Figure 1. Placed cells, one colour a class.
Scale bar: 20 um.
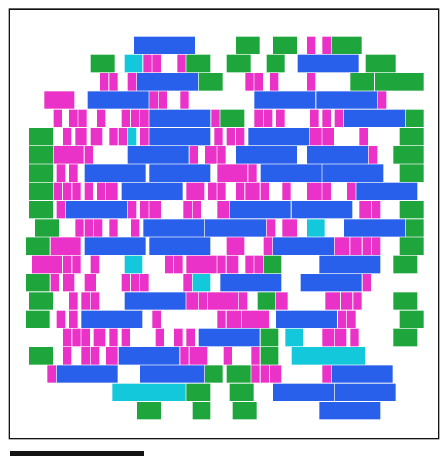
Figure 2. Wiring by layer.
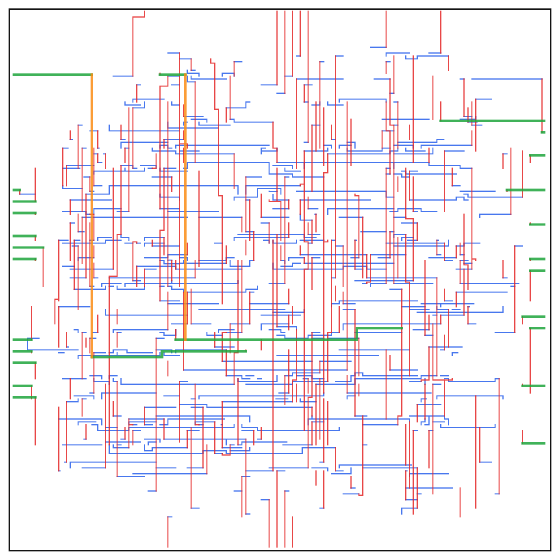
Figure 3. Floorplan with the power grid.
Scale bar: 20 um. Pins as bars on the die edge. Tap cells in grey.
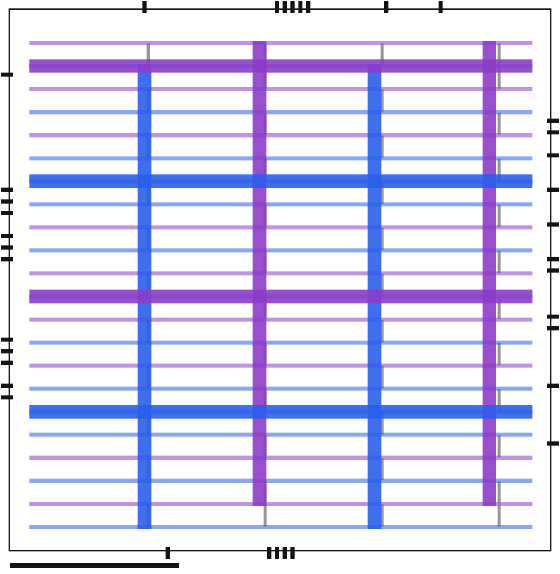
Figure 4. Clock network drawn from the DEF.
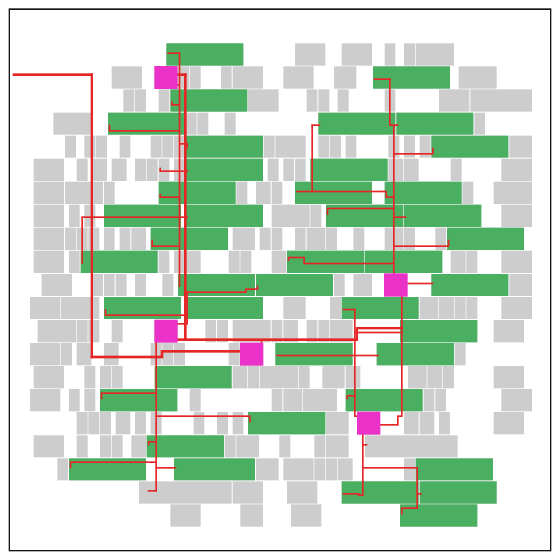
Figure 5. Congestion heat map.
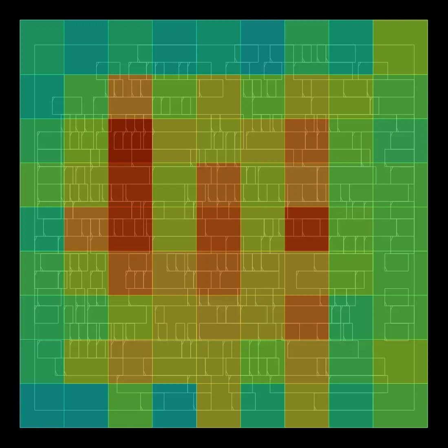
### src/rtl/operand_complement_serial_if.sv
// rtl/operand_complement_serial_if.sv - request/result bundle for the serial operand complement stage
//
// Purpose: groups the packed operand word, per-operand modes, start handshake
// and the converted results so the stage connects with a single port.
//
// Signals:
//   nr_coded          packed {first operand, second operand, opcode}
//   mode_first        2-bit mode for the first operand (00/11 pass, 01 negate, 10 absolute)
//   mode_second       2-bit mode for the second operand
//   complement_sel    start request
//   wr_enable         write qualifier for the start request
//   first_nr          converted first operand
//   second_nr         converted second operand
//   operation         captured opcode
//   ovf_first         first conversion overflowed
//   ovf_second        second conversion overflowed
//   busy              conversion in progress
//   complement_finish one-cycle done pulse
//
// Modports: master drives requests and observes results; slave is the stage.

interface operand_complement_serial_if #(
   parameter int WIDTH = 4,
   parameter int OPW   = 4
);
   logic [2*WIDTH+OPW-1:0] nr_coded;
   logic [1:0]             mode_first;
   logic [1:0]             mode_second;
   logic                   complement_sel;
   logic                   wr_enable;
   logic [WIDTH-1:0]       first_nr;
   logic [WIDTH-1:0]       second_nr;
   logic [OPW-1:0]         operation;
   logic                   ovf_first;
   logic                   ovf_second;
   logic                   busy;
   logic                   complement_finish;

   modport master (
      output nr_coded, mode_first, mode_second, complement_sel, wr_enable,
      input  first_nr, second_nr, operation, ovf_first, ovf_second, busy,
             complement_finish
   );

   modport slave (
      input  nr_coded, mode_first, mode_second, complement_sel, wr_enable,
      output first_nr, second_nr, operation, ovf_first, ovf_second, busy,
             complement_finish
   );
endinterface

### src/rtl/operand_complement_serial.sv
// rtl/operand_complement_serial.sv - bit-serial pass/negate/absolute conversion of two packed operands
//
// Purpose: captures {first operand, second operand, opcode}, converts both
// operands LSB first (one bit per clock, in parallel) and presents registered
// results plus the opcode with a one-cycle finish pulse.
//
// Ports:
//   clk   system clock, rising edge
//   rst   asynchronous, active-high reset
//   bus   operand_complement_serial_if.slave (request, modes, results, status)
//
// Parameters:
//   WIDTH operand width in bits (>= 2)
//   OPW   opcode width in bits (>= 1)
//
// Optional feature macro: COMPLEMENT_SATURATE_EN
//   defined   -> overflowing negation returns the maximum positive value
//   undefined -> overflowing negation wraps (most negative value returned)
//   overflow flags are raised in both builds.

module operand_complement_serial #(
   parameter int WIDTH = 4,
   parameter int OPW   = 4
) (
   input  logic                           clk,
   input  logic                           rst,
   operand_complement_serial_if.slave     bus
);

   localparam int CW = (WIDTH > 2) ? $clog2(WIDTH) : 1;
   localparam logic [CW-1:0]    LAST_IDX = CW'(WIDTH - 1);
   localparam logic [WIDTH-1:0] MIN_NEG  = {1'b1, {(WIDTH-1){1'b0}}};
`ifdef COMPLEMENT_SATURATE_EN
   localparam logic [WIDTH-1:0] MAX_POS  = {1'b0, {(WIDTH-1){1'b1}}};
`endif

   typedef enum logic {
      IDLE = 1'b0,
      CONV = 1'b1
   } state_t;

   state_t state, state_nxt;

   // operand shift registers (consumed LSB first) and result shift registers
   // (filled from the MSB end so the final word is aligned after WIDTH shifts)
   logic [WIDTH-1:0] a_sh_f, a_sh_s;
   logic [WIDTH-1:0] r_sh_f, r_sh_s;
   logic             c_f, c_s;
   logic             neg_f, neg_s;
   logic             ovf_pend_f, ovf_pend_s;
   logic [OPW-1:0]   op_q;
   logic [CW-1:0]    bit_idx;

   logic [WIDTH-1:0] first_in, second_in;
   logic             start_ok;
   logic             last_bit;
   logic             bit_f, bit_s;
   logic             c_f_nxt, c_s_nxt;
   logic [WIDTH-1:0] res_f, res_s;

   logic [WIDTH-1:0] first_q, second_q;
   logic [OPW-1:0]   operation_q;
   logic             ovf_first_q, ovf_second_q;
   logic             finish_q;

   assign first_in  = bus.nr_coded[2*WIDTH+OPW-1 -: WIDTH];
   assign second_in = bus.nr_coded[WIDTH+OPW-1 -: WIDTH];

   // absolute value decides pass/negate once, from the sign bit at capture
   function automatic logic resolve_neg(input logic [1:0] mode, input logic msb);
      case (mode)
         2'b01:   resolve_neg = 1'b1;
         2'b10:   resolve_neg = msb;
         default: resolve_neg = 1'b0;
      endcase
   endfunction

   // ---------------------------------------------------------------- FSM
   always_ff @(posedge clk or posedge rst) begin
      if (rst) begin
         state <= IDLE;
      end else begin
         state <= state_nxt;
      end
   end

   always_comb begin
      state_nxt = state;
      start_ok  = 1'b0;
      last_bit  = 1'b0;
      case (state)
         IDLE: begin
            start_ok = bus.complement_sel & bus.wr_enable;
            if (start_ok) begin
               state_nxt = CONV;
            end
         end
         CONV: begin
            last_bit = (bit_idx == LAST_IDX);
            if (last_bit) begin
               state_nxt = IDLE;
            end
         end
         default: state_nxt = IDLE;
      endcase
   end

   // ------------------------------------------------ serial bit arithmetic
   // two's complement negation, serially: invert each bit and ripple a +1
   always_comb begin
      bit_f   = neg_f ? (~a_sh_f[0] ^ c_f) : a_sh_f[0];
      c_f_nxt = ~a_sh_f[0] & c_f;
      bit_s   = neg_s ? (~a_sh_s[0] ^ c_s) : a_sh_s[0];
      c_s_nxt = ~a_sh_s[0] & c_s;
      res_f   = {bit_f, r_sh_f[WIDTH-1:1]};
      res_s   = {bit_s, r_sh_s[WIDTH-1:1]};
   end

   // ------------------------------------------------------------ datapath
   always_ff @(posedge clk or posedge rst) begin
      if (rst) begin
         a_sh_f     <= '0;
         a_sh_s     <= '0;
         r_sh_f     <= '0;
         r_sh_s     <= '0;
         c_f        <= 1'b0;
         c_s        <= 1'b0;
         neg_f      <= 1'b0;
         neg_s      <= 1'b0;
         ovf_pend_f <= 1'b0;
         ovf_pend_s <= 1'b0;
         op_q       <= '0;
         bit_idx    <= '0;
      end else if (start_ok) begin
         a_sh_f     <= first_in;
         a_sh_s     <= second_in;
         r_sh_f     <= '0;
         r_sh_s     <= '0;
         c_f        <= 1'b1;
         c_s        <= 1'b1;
         neg_f      <= resolve_neg(bus.mode_first, first_in[WIDTH-1]);
         neg_s      <= resolve_neg(bus.mode_second, second_in[WIDTH-1]);
         // only the most negative value has no positive counterpart
         ovf_pend_f <= resolve_neg(bus.mode_first, first_in[WIDTH-1]) &&
                       (first_in == MIN_NEG);
         ovf_pend_s <= resolve_neg(bus.mode_second, second_in[WIDTH-1]) &&
                       (second_in == MIN_NEG);
         op_q       <= bus.nr_coded[OPW-1:0];
         bit_idx    <= '0;
      end else if (state == CONV) begin
         a_sh_f  <= {1'b0, a_sh_f[WIDTH-1:1]};
         a_sh_s  <= {1'b0, a_sh_s[WIDTH-1:1]};
         r_sh_f  <= res_f;
         r_sh_s  <= res_s;
         c_f     <= c_f_nxt;
         c_s     <= c_s_nxt;
         bit_idx <= last_bit ? '0 : bit_idx + 1'b1;
      end
   end

   // -------------------------------------------------- registered results
   // results hold until the next completion; a new start does not clear them
   always_ff @(posedge clk or posedge rst) begin
      if (rst) begin
         first_q      <= '0;
         second_q     <= '0;
         operation_q  <= '0;
         ovf_first_q  <= 1'b0;
         ovf_second_q <= 1'b0;
         finish_q     <= 1'b0;
      end else begin
         finish_q <= last_bit;
         if (last_bit) begin
            operation_q  <= op_q;
            ovf_first_q  <= ovf_pend_f;
            ovf_second_q <= ovf_pend_s;
`ifdef COMPLEMENT_SATURATE_EN
            first_q      <= ovf_pend_f ? MAX_POS : res_f;
            second_q     <= ovf_pend_s ? MAX_POS : res_s;
`else
            first_q      <= res_f;
            second_q     <= res_s;
`endif
         end
      end
   end

   assign bus.first_nr          = first_q;
   assign bus.second_nr         = second_q;
   assign bus.operation         = operation_q;
   assign bus.ovf_first         = ovf_first_q;
   assign bus.ovf_second        = ovf_second_q;
   assign bus.busy              = (state == CONV);
   assign bus.complement_finish = finish_q;

endmodule

### src/flat_wrapper.sv
// flat-port wrapper written by rule: the top's interface ports become plain ports
module operand_complement_serial_flat 
#(
   parameter int WIDTH = 4,
   parameter int OPW   = 4
)
  (clk, rst, bus_nr_coded, bus_mode_first, bus_mode_second, bus_complement_sel, bus_wr_enable, bus_first_nr, bus_second_nr, bus_operation, bus_ovf_first, bus_ovf_second, bus_busy, bus_complement_finish);
  operand_complement_serial_if #(.WIDTH(WIDTH), .OPW(OPW)) bus_i ();
  input  logic clk;
  input  logic rst;
  input wire logic [$bits(bus_i.nr_coded)-1:0] bus_nr_coded;
  input wire logic [$bits(bus_i.mode_first)-1:0] bus_mode_first;
  input wire logic [$bits(bus_i.mode_second)-1:0] bus_mode_second;
  input wire logic [$bits(bus_i.complement_sel)-1:0] bus_complement_sel;
  input wire logic [$bits(bus_i.wr_enable)-1:0] bus_wr_enable;
  output wire logic [$bits(bus_i.first_nr)-1:0] bus_first_nr;
  output wire logic [$bits(bus_i.second_nr)-1:0] bus_second_nr;
  output wire logic [$bits(bus_i.operation)-1:0] bus_operation;
  output wire logic [$bits(bus_i.ovf_first)-1:0] bus_ovf_first;
  output wire logic [$bits(bus_i.ovf_second)-1:0] bus_ovf_second;
  output wire logic [$bits(bus_i.busy)-1:0] bus_busy;
  output wire logic [$bits(bus_i.complement_finish)-1:0] bus_complement_finish;
  assign bus_i.nr_coded = bus_nr_coded;
  assign bus_i.mode_first = bus_mode_first;
  assign bus_i.mode_second = bus_mode_second;
  assign bus_i.complement_sel = bus_complement_sel;
  assign bus_i.wr_enable = bus_wr_enable;
  assign bus_first_nr = bus_i.first_nr;
  assign bus_second_nr = bus_i.second_nr;
  assign bus_operation = bus_i.operation;
  assign bus_ovf_first = bus_i.ovf_first;
  assign bus_ovf_second = bus_i.ovf_second;
  assign bus_busy = bus_i.busy;
  assign bus_complement_finish = bus_i.complement_finish;
  operand_complement_serial #(.WIDTH(WIDTH), .OPW(OPW)) u_core (.clk(clk), .rst(rst), .bus(bus_i));
endmodule
### config.mk
export PLATFORM = sky130hd
export DESIGN_NAME = operand_complement_serial_flat
export DESIGN_NICKNAME = d
export VERILOG_FILES = /design/src/rtl/operand_complement_serial_if.sv /design/src/rtl/operand_complement_serial.sv /design/src/flat_wrapper.sv
export SDC_FILE = /design/constraint.sdc
export NUM_CORES = 1
export LEC_CHECK = 0
export ABC_AREA = 1
export CAP_MARGIN = 30
export CORE_MARGIN = 2
export CORE_UTILIZATION = 50
export CTS_BUF_LIST = sky130_fd_sc_hd__clkbuf_4
export DETAILED_ROUTE_END_ITERATION = 10
export MAX_ROUTING_LAYER = met4
export PLACE_DENSITY_LB_ADDON = 0.3
export SETUP_SLACK_MARGIN = 0.05
export SLEW_MARGIN = 30
export SYNTH_ARGS = -nofsm -noshare
export SYNTH_HDL_FRONTEND = slang
export SYNTH_SLANG_ARGS = --single-unit
### constraint.sdc
create_clock -name clk -period 1.7 [get_ports clk]
set_input_delay 0.34 -clock clk [delete_from_list [all_inputs] [get_ports clk]]
set_output_delay 0.34 -clock clk [all_outputs]
set_load 0.01 [all_outputs]
==> impl_metrics.csv <==
group,metric,value,unit
run_status,outcome,"finished, final reports clean",
critical_path,worstPathArrival,1.27,ns
global_routing,grtUsageMet1,0.2257,
synthesis,yosysWarnings,0,
synthesis,topCellsByArea,"dfrtp_1 59%, nand2_1 18%, inv_1 5.5%",
die,fp_util,0.5264,
cts,cts_hold_buf,0,
critical_path,crit_path_start_kind,"flop",
route,first_iter_violations,94,
synthesis,fp_nets,229,
synthesis,yosys_cells,202,
place,portBuffers,35,
synthesis,synth_top_cell_by_count,"nand2_1",
cts,h-tree-depth,2,
final_timing,rsz0062_at_grt,"no",
synthesis,synth-async-reset-ratio,1.000,
synthesis,ys_sh_aoi,0.07574,
finish,most-common-layout-cells,"86 x nand2_1, 41 x dfrtp_1, 32 x clkdlybuf4s50_1, 26 x inv_1, 9 x buf_4",
synthesis,syn_inst,202,
synthesis,yosysTopAreaCell,"dfrtp_1",
global_routing,use_met3,0.04401,
final_timing,fin_crit_sh,0.9454,
final_timing,slew_viol_final,0,
die,rows,21,
critical_path,slowest_delay,0.54,ns
flow_run,warnings,28,
final_timing,tightest_slew,0.3135,ns
synthesis,yosys-top-cells-count,"86 x nand2_1, 42 x dfrtp_1, 26 x inv_1, 7 x ha_1, 7 x o21ai_1",
final_timing,worst_slack,0.09284,ns
die,core_area,3390,um2
critical_path,crit_chain,"clkdlybuf4s50_1",
synthesis,ys_top_logic_family,"simple AND/OR/NAND/NOR gates",
final_timing,skew,0.01162,ns
critical_path,critPathKind,"reg -> out",
synthesis,ys_seq_frac,0.5891,
synthesis,syn-cell-area,1784,um2
cts,clkTransAtPathRegs,0.12,ns
critical_path,reg2reg_to,"u_core.a_sh_s[1]$_DFFE_PP0P_",
critical_path,crit_path_end_kind,"primary output",
power_and_ir_drop,power,3.603,mW
final_timing,hold_violations,0,
global_routing,grt.overflow.total,0,
finish,layout_top_cell,"nand2_1",
global_routing,antenna_found_initial,0,
finish,utilization,0.6962,
place,gp_congestion,0.7447,
Back to the opening pictures, Figure 1:
legend:
  blue:
    class: flip-flops
    cells: 42
    share_of_their_area: 46%
  cyan:
    class: clock drivers and dummy loads
    cells: 8
    share_of_their_area: 4.4%
  magenta:
    class: all other logic
    cells: 155
    share_of_their_area: 31%
  green:
    class: other buffers and delay cells
    cells: 45
    share_of_their_area: 19%

Back to the opening pictures, Figure 2:
legend:
  red:
    layer: met2
    wire_length: 1550 um
  green:
    layer: met3
    wire_length: 117 um
  blue:
    layer: met1
    wire_length: 1460 um
  orange:
    layer: met4
    wire_length: 64.6 um

Back to the opening pictures, Figure 3:
legend:
  blue:
    net: VSS
  purple:
    net: VDD
met1 rails: 22
rows: 21

Back to the opening pictures, Figure 4:
legend:
  magenta:
    item: cells driving clock nets
    count: 5
  green:
    item: flip-flops
    count: 42
  red:
    item: clock wires
    length: 448 um
routed clock nets: 6

Back to the opening pictures, Figure 5:
GRT Overall Usage: 0.1954
Global Route met2 Usage: 0.3224
GR peak layer: met2

-- area by class of cell --
type | instances | area (um2)
fillers | 273 | 1030
clock inverters | 3 | 63.81
repair buffers | 45 | 445.4
inverters | 28 | 105.1
flip-flops and latches | 42 | 1052
clock buffers | 5 | 37.54
multi-input cells | 127 | 598.1
well taps | 46 | 57.56
-- report_power, final --
part	internal, mW	switching [mW]
clock network	0.453	0.314
registers	1.37	0.169
logic	0.618	0.684
-- flip-flops by register name, summed over array words and instances, names as in the netlist --
| name | cells |
|---|---|
| u_core.ovf_pend_f | 1 |
| u_core.a_sh_s | 4 |
| u_core.bus.complement_finish | 1 |
| u_core.bit_idx | 2 |
| u_core.neg_s | 1 |
| u_core.bus.busy | 1 |
| u_core.bus.first_nr | 4 |
| u_core.r_sh_f | 3 |
| u_core.bus.second_nr | 4 |
| u_core.c_s | 1 |
| u_core.neg_f | 1 |
| u_core.r_sh_s | 3 |
| u_core.c_f | 1 |
| u_core.bus.operation | 4 |
| u_core.bus.ovf_second | 1 |
| u_core.bus.ovf_first | 1 |
| u_core.a_sh_f | 4 |
| u_core.op_q | 4 |
| u_core.ovf_pend_s | 1 |
-- repair_timing --
item | 4_1_cts | 5_1_grt
gates resized | 1 | 3
setup buffers | 1 | 3
setup endpoints to repair | 1 | 6
-- how the worst max path moves through the flow --
stage          slack (ns)                      endpoint
5_1_grt              0.05               bus_first_nr[3]
3_3_place_gp         0.13  u_core.a_sh_s[2]$_DFFE_PP0P_
3_5_place_dp         0.08  u_core.a_sh_s[1]$_DFFE_PP0P_
2_1_floorplan        0.39  u_core.a_sh_f[0]$_DFFE_PP0P_
6_report             0.09              bus_second_nr[3]
4_1_cts              0.06              bus_second_nr[3]
No activity file was given, so power comes from the tool's default toggle rates.
